<file path="config.mk">
export PLATFORM = sky130hd
export DESIGN_NAME = ntt_core_gf64_bu_dif_stage_seq_flat
export DESIGN_NICKNAME = d
export VERILOG_FILES = /design/src/rtl/ntt_core_gf64_bu_dif_stage_seq_if.sv /design/src/rtl/ntt_core_gf64_bu_dif_stage_seq.sv /design/src/flat_wrapper.sv
export SDC_FILE = /design/constraint.sdc
export NUM_CORES = 1
export LEC_CHECK = 0
export CAP_MARGIN = 20
export CORE_ASPECT_RATIO = 0.7
export CORE_MARGIN = 2
export CORE_UTILIZATION = 30
export DETAILED_ROUTE_END_ITERATION = 8
export GPL_ROUTABILITY_DRIVEN = 0
export MAX_ROUTING_LAYER = met4
export SLEW_MARGIN = 0
export SYNTH_ARGS = -nofsm -noshare
export SYNTH_HDL_FRONTEND = slang
export SYNTH_SLANG_ARGS = --single-unit
</file>
<file path="constraint.sdc">
create_clock -name clk -period 4 [get_ports clk]
set_input_delay 0.4 -clock clk [delete_from_list [all_inputs] [get_ports clk]]
set_output_delay 0.4 -clock clk [all_outputs]
set_load 0.03 [all_outputs]
</file>
<file path="src/rtl/ntt_core_gf64_bu_dif_stage_seq_if.sv">
// Stage-controller and RAM/butterfly signal bundle for the GF64
// Gentleman-Sande DIF stage sequencer.
interface ntt_core_gf64_bu_dif_stage_seq_if #(
    parameter int N_LOG   = 11,
    parameter int STAGE_W = 4
);
    logic               start;
    logic [STAGE_W-1:0] stage;
    logic               hold;
    logic               busy;
    logic               done;
    logic               err;
    logic               rd_en;
    logic [N_LOG-1:0]   rd_add_a;
    logic [N_LOG-1:0]   rd_add_b;
    logic               bu_in_avail;
    logic               wr_en;
    logic [N_LOG-1:0]   wr_add_a;
    logic [N_LOG-1:0]   wr_add_b;

    modport master (
        output start, stage, hold,
        input  busy, done, err,
        input  rd_en, rd_add_a, rd_add_b, bu_in_avail,
        input  wr_en, wr_add_a, wr_add_b
    );

    modport slave (
        input  start, stage, hold,
        output busy, done, err,
        output rd_en, rd_add_a, rd_add_b, bu_in_avail,
        output wr_en, wr_add_a, wr_add_b
    );
endinterface

</file>
<file path="src/rtl/ntt_core_gf64_bu_dif_stage_seq.sv">
// Radix-2 DIF NTT stage sequencer: pair address generation, read issue,
// and write-back address alignment with the butterfly pipeline.
module ntt_core_gf64_bu_dif_stage_seq #(
    parameter int N_LOG      = 11,
    parameter int STAGE_W    = 4,
    parameter int RAM_RD_LAT = 1,
    parameter int BU_LATENCY = 2
) (
    input logic clk,
    input logic a_rst_n,
    ntt_core_gf64_bu_dif_stage_seq_if.slave io
);
    localparam int D  = RAM_RD_LAT + BU_LATENCY;
    localparam int CW = $clog2(D + 1) + 1;
    localparam int PW = N_LOG - 1;
    localparam logic [PW-1:0]    C_LAST = '1;
    localparam logic [N_LOG-1:0] MSB    = {1'b1, {(N_LOG-1){1'b0}}};
    localparam logic [N_LOG-1:0] ONE_A  = {{(N_LOG-1){1'b0}}, 1'b1};

    typedef enum logic [1:0] {
        S_IDLE,
        S_RUN,
        S_DRAIN,
        S_DONE
    } state_e;

    state_e           state_q, state_d;
    logic [PW-1:0]    c_q, c_d;
    logic [N_LOG-1:0] hm_q, hm_d;
    logic             err_q, err_d;
    logic [CW-1:0]    fl_q, fl_d;
    logic             rd_en;
    logic             wr_en;
    logic             drained;
    logic [N_LOG-1:0] cx, lo_mask, rd_a, rd_b;

    logic [RAM_RD_LAT-1:0] av_q;
    logic [D-1:0]          vld_q;
    logic [N_LOG-1:0]      pa_q [D];
    logic [N_LOG-1:0]      pb_q [D];

    // Insert a 0 at bit h: bits below the half-span mask stay, the rest shift up.
    always_comb begin
        cx      = {1'b0, c_q};
        lo_mask = hm_q - ONE_A;
        rd_a    = ((cx & ~lo_mask) << 1) | (cx & lo_mask);
        rd_b    = rd_a | hm_q;
    end

    assign wr_en   = vld_q[D-1];
    assign drained = (fl_q == CW'(wr_en));

    always_comb begin
        state_d = state_q;
        c_d     = c_q;
        hm_d    = hm_q;
        err_d   = 1'b0;
        rd_en   = 1'b0;
        unique case (state_q)
            S_IDLE: begin
                if (io.start) begin
                    if (io.stage < STAGE_W'(N_LOG)) begin
                        state_d = S_RUN;
                        c_d     = '0;
                        hm_d    = MSB >> io.stage;
                    end else begin
                        err_d = 1'b1;
                    end
                end
            end
            S_RUN: begin
                rd_en = !io.hold;
                if (rd_en) begin
                    if (c_q == C_LAST) state_d = S_DRAIN;
                    else               c_d = c_q + PW'(1);
                end
            end
            S_DRAIN: begin
                if (drained) state_d = S_DONE;
            end
            S_DONE: begin
                state_d = S_IDLE;
            end
            default: begin
                state_d = S_IDLE;
            end
        endcase
    end

    always_comb begin
        fl_d = fl_q;
        unique case ({rd_en, wr_en})
            2'b10:   fl_d = fl_q + CW'(1);
            2'b01:   fl_d = fl_q - CW'(1);
            default: fl_d = fl_q;
        endcase
    end

    always_ff @(posedge clk or negedge a_rst_n) begin
        if (!a_rst_n) begin
            state_q <= S_IDLE;
            c_q     <= '0;
            hm_q    <= '0;
            err_q   <= 1'b0;
            fl_q    <= '0;
            av_q    <= '0;
            vld_q   <= '0;
            for (int i = 0; i < D; i++) begin
                pa_q[i] <= '0;
                pb_q[i] <= '0;
            end
        end else begin
            state_q <= state_d;
            c_q     <= c_d;
            hm_q    <= hm_d;
            err_q   <= err_d;
            fl_q    <= fl_d;
            av_q    <= RAM_RD_LAT'({av_q, rd_en});
            vld_q   <= D'({vld_q, rd_en});
            if (rd_en) begin
                pa_q[0] <= rd_a;
                pb_q[0] <= rd_b;
            end
            // Addresses only advance with a valid slot so the tail holds the last pair.
            for (int i = 1; i < D; i++) begin
                if (vld_q[i-1]) begin
                    pa_q[i] <= pa_q[i-1];
                    pb_q[i] <= pb_q[i-1];
                end
            end
        end
    end

    assign io.busy        = (state_q != S_IDLE);
    assign io.done        = (state_q == S_DONE);
    assign io.err         = err_q;
    assign io.rd_en       = rd_en;
    assign io.rd_add_a    = rd_a;
    assign io.rd_add_b    = rd_b;
    assign io.bu_in_avail = av_q[RAM_RD_LAT-1];
    assign io.wr_en       = wr_en;
    assign io.wr_add_a    = pa_q[D-1];
    assign io.wr_add_b    = pb_q[D-1];
endmodule

</file>
<file path="src/flat_wrapper.sv">
// flat-port wrapper written by rule: the top's interface ports become plain ports
module ntt_core_gf64_bu_dif_stage_seq_flat 
#(
    parameter int N_LOG      = 11,
    parameter int STAGE_W    = 4,
    parameter int RAM_RD_LAT = 1,
    parameter int BU_LATENCY = 2
)
  (clk, a_rst_n, io_start, io_stage, io_hold, io_busy, io_done, io_err, io_rd_en, io_rd_add_a, io_rd_add_b, io_bu_in_avail, io_wr_en, io_wr_add_a, io_wr_add_b);
  ntt_core_gf64_bu_dif_stage_seq_if #(.N_LOG(N_LOG), .STAGE_W(STAGE_W)) io_i ();
  input logic clk;
  input logic a_rst_n;
  input wire logic [$bits(io_i.start)-1:0] io_start;
  input wire logic [$bits(io_i.stage)-1:0] io_stage;
  input wire logic [$bits(io_i.hold)-1:0] io_hold;
  output wire logic [$bits(io_i.busy)-1:0] io_busy;
  output wire logic [$bits(io_i.done)-1:0] io_done;
  output wire logic [$bits(io_i.err)-1:0] io_err;
  output wire logic [$bits(io_i.rd_en)-1:0] io_rd_en;
  output wire logic [$bits(io_i.rd_add_a)-1:0] io_rd_add_a;
  output wire logic [$bits(io_i.rd_add_b)-1:0] io_rd_add_b;
  output wire logic [$bits(io_i.bu_in_avail)-1:0] io_bu_in_avail;
  output wire logic [$bits(io_i.wr_en)-1:0] io_wr_en;
  output wire logic [$bits(io_i.wr_add_a)-1:0] io_wr_add_a;
  output wire logic [$bits(io_i.wr_add_b)-1:0] io_wr_add_b;
  assign io_i.start = io_start;
  assign io_i.stage = io_stage;
  assign io_i.hold = io_hold;
  assign io_busy = io_i.busy;
  assign io_done = io_i.done;
  assign io_err = io_i.err;
  assign io_rd_en = io_i.rd_en;
  assign io_rd_add_a = io_i.rd_add_a;
  assign io_rd_add_b = io_i.rd_add_b;
  assign io_bu_in_avail = io_i.bu_in_avail;
  assign io_wr_en = io_i.wr_en;
  assign io_wr_add_a = io_i.wr_add_a;
  assign io_wr_add_b = io_i.wr_add_b;
  ntt_core_gf64_bu_dif_stage_seq #(.N_LOG(N_LOG), .STAGE_W(STAGE_W), .RAM_RD_LAT(RAM_RD_LAT), .BU_LATENCY(BU_LATENCY)) u_core (.clk(clk), .a_rst_n(a_rst_n), .io(io_i));
endmodule
</file>
==> flow_summary.ini <==
; physical design summary
[power_and_ir_drop]
p_sw_w = 0.000814
vdd_ir_drop_max_mv = 0.207
finalPower_w = 0.00261
p_comb_share_pct = 22.2
p_seq_share_pct = 46.7
internal_power_w = 0.00180
p_seq_w = 0.00122
p_comb_w = 0.000580

[logic_synthesis]
ys_warn_count = 0
yosys.stat.seqShare_pct = 52.2
synth_nets = 432
topCombFamilyByArea = multiplexers
simple_gate_share_pct = 11.9
syn_area_per_cell_um2 = 11.1
top_area_cell = dfrtp_1

[final_timing]
finalSetupViolCount = 0
clock.fmax_ghz = 0.291
worstMarginPinSlew_ns = 1.05

[grt]
antenna_found_initial = 0
grt_usage_pct = 13.8
grtUsageMet3_pct = 3.74
use_met1_pct = 20.7
grt_start_max_net_pins = 74

[place]
place_hpwl_mm = 7.62
place_area_um2 = 5170

[critical_path]
crit_type = reg -> out
slowest_stage = clkdlybuf4s50_1
r2r_setup_slack_ns = 1.54
crit_family = buffers and inverters
cp_cell_sequence = inv_1, ha_1, nor3b_1, xor2_1, a22oi_1, nand2b_1, clkdlybuf4s50_1

[clocking]
cts_tree = done
htree_levels = 3

[finish]
num-multi-input-gates = 254
antennaDiodeCount = 0
comb_area_share_pct = 33.8
flop_area_um2 = 2400

[route]
via_per_inst = 4.87

[status]
status = complete, no violations

[floorplan]
die_y_um = 108

[worst_hold_path]
hp-class = in -> async
==> final timing paths <==
| check | cells past startpoint | start | end |
|---|---|---|---|
| max in group asynchronous | 2 | a_rst_n | u_core.pb_q[27] |
| hold / removal | 1 | a_rst_n | u_core.io.wr_add_a[1] |
| setup reg to reg | 7 | u_core.hm_q[0] | u_core.pb_q[26] |
| setup / recovery | 7 | u_core.hm_q[0] | io_rd_add_b[4] |
| min in group clk | 1 | u_core.fl_q[2] | u_core.fl_q[2] |
| hold reg to reg | 1 | u_core.fl_q[2] | u_core.fl_q[2] |
==> logic make-up after synthesis <==
| logic type | Yosys count |
|---|---|
| muxes | 53 |
| adders and majority gates | 8 |
| buffers and inverters | 66 |
| and+or+nand+nor | 110 |
| AOI/OAI and AO/OA | 70 |
| DFF | 96 |
| xor gates and xnor gates | 13 |
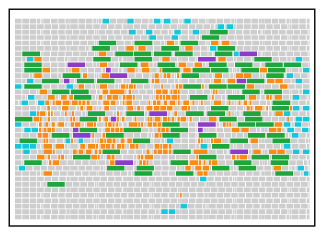
*Cell classes on the final placement*
Scale: 2 px per um. Fill, decap, tap and diode cells in grey.
colour	class	cells	share of their area
orange	combinational and other logic	278	37%
purple	clock drivers and dummy loads	15	5.4%
cyan	other buffers and delay cells	60	11%
green	flops	96	46%
Core ar.: 14900 um2
sequential cell area share: 44.1%
Util after Layout: 36.7%
Rows: 37
cell area after layout: 5450 um2

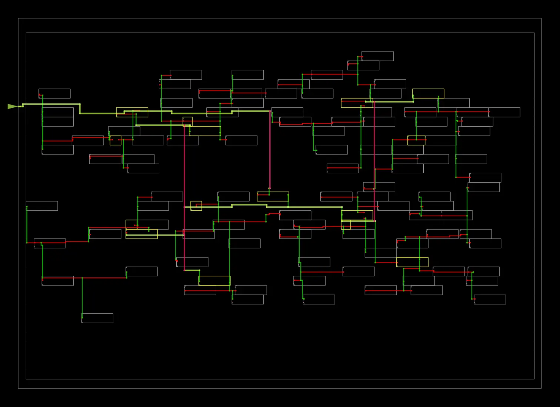
*Clock wiring as the flow saved it*
P_clk: 0.000812 W
flip-flops: 96
Sink Count: 96

No activity file was given, so power comes from the tool's default toggle rates.
